## config.mk

```make
export PLATFORM = sky130hd
export DESIGN_NAME = status_code_arbiter
export DESIGN_NICKNAME = d
export VERILOG_FILES = /design/src/rtl/status_code_arbiter.sv
export SDC_FILE = /design/constraint.sdc
export NUM_CORES = 1
export LEC_CHECK = 0
export ABC_CLOCK_PERIOD_IN_PS = 1700
export CAP_MARGIN = 20
export CORE_MARGIN = 2
export CORE_UTILIZATION = 35
export CTS_CLUSTER_SIZE = 20
export DETAILED_ROUTE_END_ITERATION = 12
export PLACE_DENSITY = 0.75
export SYNTH_ARGS = -nofsm -noshare
export SYNTH_HDL_FRONTEND = slang
export SYNTH_SLANG_ARGS = --single-unit
```

## constraint.sdc

```tcl
create_clock -name clock -period 1.7 [get_ports clock]
set_input_delay 0.34 -clock clock [delete_from_list [all_inputs] [get_ports clock]]
set_output_delay 0.34 -clock clock [all_outputs]
set_load 0.01 [all_outputs]
```

## src/rtl/status_code_arbiter.sv

```systemverilog
// Round-robin arbiter sharing one status-code processor among NUM requesters, one transaction in flight.
// Optional WAIT_RSP watchdog enabled by defining STATUS_ARB_TIMEOUT_EN.
module status_code_arbiter #(
  parameter int NUM         = 4,
  parameter int IDW         = 2,
  parameter int TIMEOUT_CYC = 255
) (
  input  logic             clock,
  input  logic             rst_n,
  input  logic [NUM-1:0]   req_vld,
  input  logic [NUM*8-1:0] req_code,
  output logic [NUM-1:0]   req_rdy,
  output logic [NUM-1:0]   rsp_vld,
  output logic [15:0]      rsp_pl,
  output logic             proc_vld,
  output logic [7:0]       proc_code,
  input  logic             proc_rdy,
  input  logic             proc_rsp_vld,
  input  logic [15:0]      proc_rsp_pl,
  output logic             busy,
  output logic [IDW-1:0]   grant_id,
  output logic             timeout_err
);

  typedef enum logic [1:0] {IDLE, ISSUE, WAIT_RSP, RETURN} state_t;

  state_t         state_reg, state_next;
  logic [IDW-1:0] last_reg, grant_reg;
  logic [IDW-1:0] winner, cand;
  logic           found;
  logic [7:0]     code_reg;
  logic [15:0]    pl_reg;
  logic [7:0]     code_arr [NUM];
  logic           expire;
  logic           to_flag;

  for (genvar gi = 0; gi < NUM; gi++) begin : g_code
    assign code_arr[gi] = req_code[gi*8 +: 8];
  end

  // Search starts just after the last grant and wraps, so the last winner has lowest priority.
  always_comb begin
    winner = '0;
    cand   = '0;
    found  = 1'b0;
    for (int k = 1; k <= NUM; k++) begin
      cand = IDW'((int'(last_reg) + k) % NUM);
      if (!found && req_vld[cand]) begin
        found  = 1'b1;
        winner = cand;
      end
    end
  end

  always_comb begin
    state_next  = state_reg;
    req_rdy     = '0;
    rsp_vld     = '0;
    rsp_pl      = '0;
    proc_vld    = 1'b0;
    timeout_err = 1'b0;
    case (state_reg)
      IDLE: begin
        if (found) begin
          req_rdy[winner] = 1'b1;
          state_next      = ISSUE;
        end
      end
      ISSUE: begin
        proc_vld = 1'b1;
        if (proc_rdy) state_next = WAIT_RSP;
      end
      WAIT_RSP: begin
        if (proc_rsp_vld || expire) state_next = RETURN;
      end
      RETURN: begin
        rsp_vld[grant_reg] = 1'b1;
        rsp_pl             = pl_reg;
        timeout_err        = to_flag;
        state_next         = IDLE;
      end
      default: state_next = IDLE;
    endcase
  end

  assign busy      = (state_reg != IDLE);
  assign grant_id  = grant_reg;
  assign proc_code = code_reg;

  always_ff @(posedge clock or negedge rst_n) begin
    if (!rst_n) begin
      state_reg <= IDLE;
      last_reg  <= IDW'(NUM - 1);
      grant_reg <= '0;
      code_reg  <= '0;
      pl_reg    <= '0;
    end else begin
      state_reg <= state_next;
      if (state_reg == IDLE && found) begin
        code_reg  <= code_arr[winner];
        last_reg  <= winner;
        grant_reg <= winner;
      end
      if (state_reg == WAIT_RSP) begin
        if (proc_rsp_vld)  pl_reg <= proc_rsp_pl;
        else if (expire)   pl_reg <= 16'hDEAD;
      end
    end
  end

`ifdef STATUS_ARB_TIMEOUT_EN
  localparam int CW = $clog2(TIMEOUT_CYC + 1);

  logic [CW-1:0] cnt_reg;
  logic          err_reg;

  // A payload arriving on the expiry cycle takes precedence over the watchdog.
  assign expire  = (state_reg == WAIT_RSP) && (cnt_reg == CW'(TIMEOUT_CYC - 1)) && !proc_rsp_vld;
  assign to_flag = err_reg;

  always_ff @(posedge clock or negedge rst_n) begin
    if (!rst_n) begin
      cnt_reg <= '0;
      err_reg <= 1'b0;
    end else begin
      if (state_reg == WAIT_RSP) cnt_reg <= cnt_reg + 1'b1;
      else                       cnt_reg <= '0;
      err_reg <= expire;
    end
  end
`else
  logic unused_timeout;
  assign unused_timeout = (TIMEOUT_CYC != 0);
  assign expire         = 1'b0;
  assign to_flag        = 1'b0;
`endif

endmodule

```

==> deck_impl_summary.md <==
Key Metrics from the Run

Status
  – Outcome: complete, but fails checks
  – Violated checks: setup timing

STA
  – Max-slew violation count: 0
  – Slew headroom: 66.2%
  – Final Skew: 0.00360 ns
  – Worst slew pin tran: 0.507 ns
  – Fin. Hold Viols: 0
  – Min Hold Slack: 0.427 ns
  – Setup ws final: -0.353 ns
  – Final setup vio count: 13
  – Achievable frequency: 0.487 GHz
  – Post-route setup TNS: -2.01 ns

Placed design
  – Port bufs: 91
  – Post-Place Setup Slack: -0.702 ns
  – DP HPWL: 3.55 mm
  – Cells after DPL: 311
  – Post-DP Area: 0.00277 sq mm
  – Final Wtd Congestion: 0.835

Critical path
  – Crit path buffers/inverters: 2
  – Cells along the critical path: mux2i_1, o22a_1, o21ai_4, buf_6, and3_4, buf_6
  – Delay-heaviest family, CP: flip-flops
  – RR Endpoint: proc_code[3]$_DFFE_PN0P_
  – CP endpoint: req_rdy[1]
  – Worst Setup SP: last_reg[1]$_DFFE_PN1P_
  – Max incr delay on CP: 0.59 ns
  – Slowest CP cell: dfstp_2
  – Flop2flop setup slack: -0.14 ns
  – Critical path's most frequent cell: buf_6
  – Crit path capture type: output pin
  – Worst-path fanout max: 6
  – Worst Path Arrival: 1.71 ns
  – R2r worst-path depth: 7
  – WP data required: 1.36 ns
  – CP Launch Type: flop
  – Number of cells on the critical path: 6
  – Worst Setup Path Type: reg -> out

GRT
  – GRT met3 Usage: 6.22%
  – Number of antenna violations at the first check in global routing: 0
  – Met2 Resource Use GR: 33.6%
  – Grt peak-use layer: met2
  – GRT met1 Usage: 21.1%
  – Gr ovfl total: 0
  – Vias in the first global route: 1,637
  – Global-route usage over all layers: 19.1%
  – Pin count of the biggest net entering global routing: 31

Cells and area
  – Fin nets: 331
  – Layout area overhead: 83.7%
  – Data buffer area share: 39.0%
  – Clkbuf count: 6
  – Number of flip-flops in the largest register: 16
  – Most frequent cells in the layout: 62 x clkdlybuf4s50_1, 27 x dfrtp_1, 24 x buf_6
  – Logic area: 926 sq um
  – Fraction of layout cells with a size suffix above 1: 38.1%
  – Non-clk bufs: 119
  – # diodes: 0
  – Non-filler cells in the finished layout: 322
  – Clock-cell share of area: 2.72%
  – Final instance area: 0.00303 sq mm
  – Filler Cells Inserted: 355
  – Commonest Layout Cell: clkdlybuf4s50_1
  – Top class by area: buffers
  – Seq cells: 30
  – #MultiIn Comb: 109
  – Comb area share: 30.5%
  – Signal inverters: 6

Synthesis
  – Mux area share: 21.2%
  – #FFs+latches synth: 30
  – Xor and xnor fraction of the mapped netlist area: 0%
  – Syn nets: 212
  – Synth Seq Share: 45.6%
  – Post-Syn Instances: 152
  – Area reported by Yosys stat: 0.00165 sq mm
  – Simple share: 15.5%
  – Async SR Flop Fraction: 100%
  – Post-synth EDFFs: 0
  – Adder share: 3.03%
  – Synth logic family: multiplexers
  – Ys cells: 152
  – Mapped Area: 0.00165 sq mm
  – Synth warn: 0
  – Commonest flop: dfrtp_1
  – Post-Synth AOI/OAI Area: 9.70%

Power and ir drop
  – Pwr Density: 1600 mW/mm^2
  – Switch Pwr: 1.69 mW
  – P_int: 3.17 mW
  – Pleak: 1.42 nW
  – Pwr top: combinational cells
  – Clock share of power: 11.2%
  – Combinational power share: 61.0%
  – Combinational cell power: 2.96 mW
  – Share of power burned in registers: 27.9%
  – Switching Share: 34.7%
  – Worst VDD drop: 0.835 mV
  – Design Power: 4.86 mW

Clock tree
  – Clock Tree Buf Depth: 2
  – CTS tree: yes
  – Root Buffer: clkbuf_8
  – Worst-path clk slew: 0.06 ns
  – Setup bufs post-CTS: 5
  – Clk_lat worst skew: 0.27 ns
  – Hold_buf cts: 0
  – CTS resizes: 124
  – H-tree Lvls: 2

Route
  – DR vias/cell: 4.89
  – WL met3: 284 um
  – DRT met1 WL: 1.87 mm
  – DRC: 0
  – WL met2: 2.58 mm
  – DRT iter0 DRCs: 66
  – Post-DR wirelength/cell: 15.0 um
  – Vias: 1,573
  – Antenna Nets Post-Route: 0
  – Max layer used: met4
  – Routed wire length: 4.83 mm
  – Drt pass-1 iters: 4

Floorplan
  – Die height: 72.7 um
  – Core footprint: 0.00444 sq mm
  – Chip area: 0.00528 sq mm
  – Num tapcells: 52
  – Rows: 24
  – Die Wd: 72.7 um

Min path
  – Min-delay worst type: in -> async

Flow run
  – Max-cap violation count: 0
  – Tool warnings: 31
-- Yosys cell counts, types with 2 or more instances --
| cell | instances | share of area (%) |
|---|---|---|
| a21oi_1 | 4 | 1.2 |
| mux2_2 | 10 | 6.8 |
| nor2_1 | 8 | 1.8 |
| and3_1 | 2 | 0.76 |
| dfstp_2 | 2 | 3.2 |
| mux2i_1 | 17 | 10 |
| o221ai_1 | 8 | 4.2 |
| inv_1 | 6 | 1.4 |
| mux2_1 | 6 | 4.1 |
| and2_1 | 16 | 6.1 |
| clkbuf_1 | 2 | 0.45 |
| buf_2 | 2 | 0.61 |
| nand2b_1 | 4 | 1.5 |
| ha_1 | 4 | 3.0 |
| nand2_1 | 18 | 4.1 |
| dfrtp_1 | 28 | 42 |
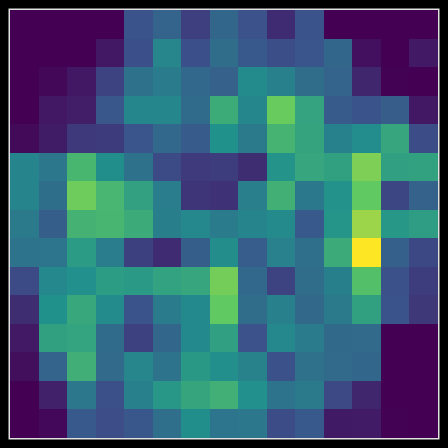
Figure 1: signal metal coverage by tile.
The die is cut into 15 by 15 equal tiles; dark purple is low, yellow is high, scaled to the fullest tile. Values are wire area over tile area, all layers added.
- emptiest ninth of the die: top left
- mean over tiles: 0.15
- fullest tile: 0.43
- tiles over half the peak: 21%
- nearly empty tiles: 12%

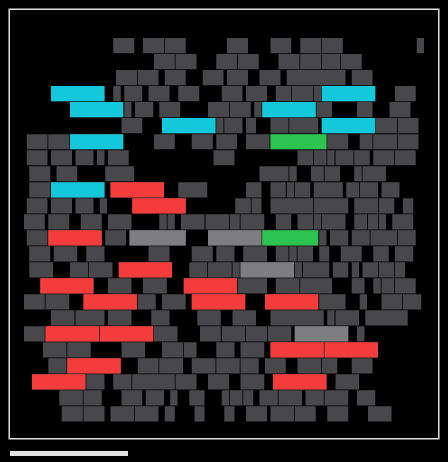
Figure 2: register map, names as in the netlist.
The bar under the picture is 20 um long.
- proc_code: cyan (sequential cells 8)
- last_reg: green (sequential cells 2)
- pl_reg: red (sequential cells 16)
Seq/total area: 24.9%
final core occ: 68.3%
Sequential Area: 754 sq um
Flop+latch power: 1.35 mW

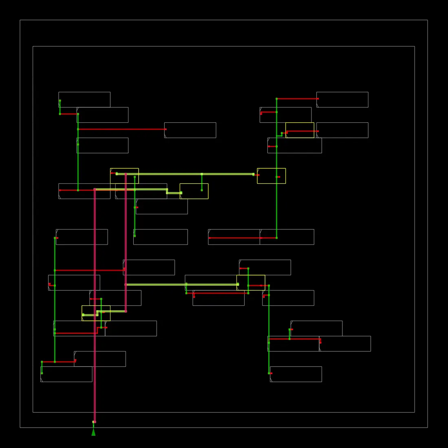
Figure 3: clock nets.
Clock Power: 0.543 mW
CTS buffer count: 5

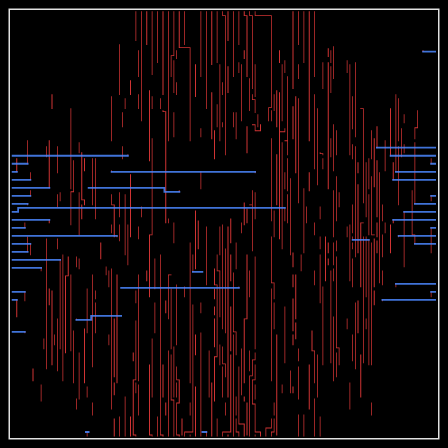
Figure 4: wiring by layer.
Two of the layers only.
- M2: red (wire length 2,580 um)
- M3: blue (wire length 285 um)

Power is estimated from default activity; no workload was simulated.
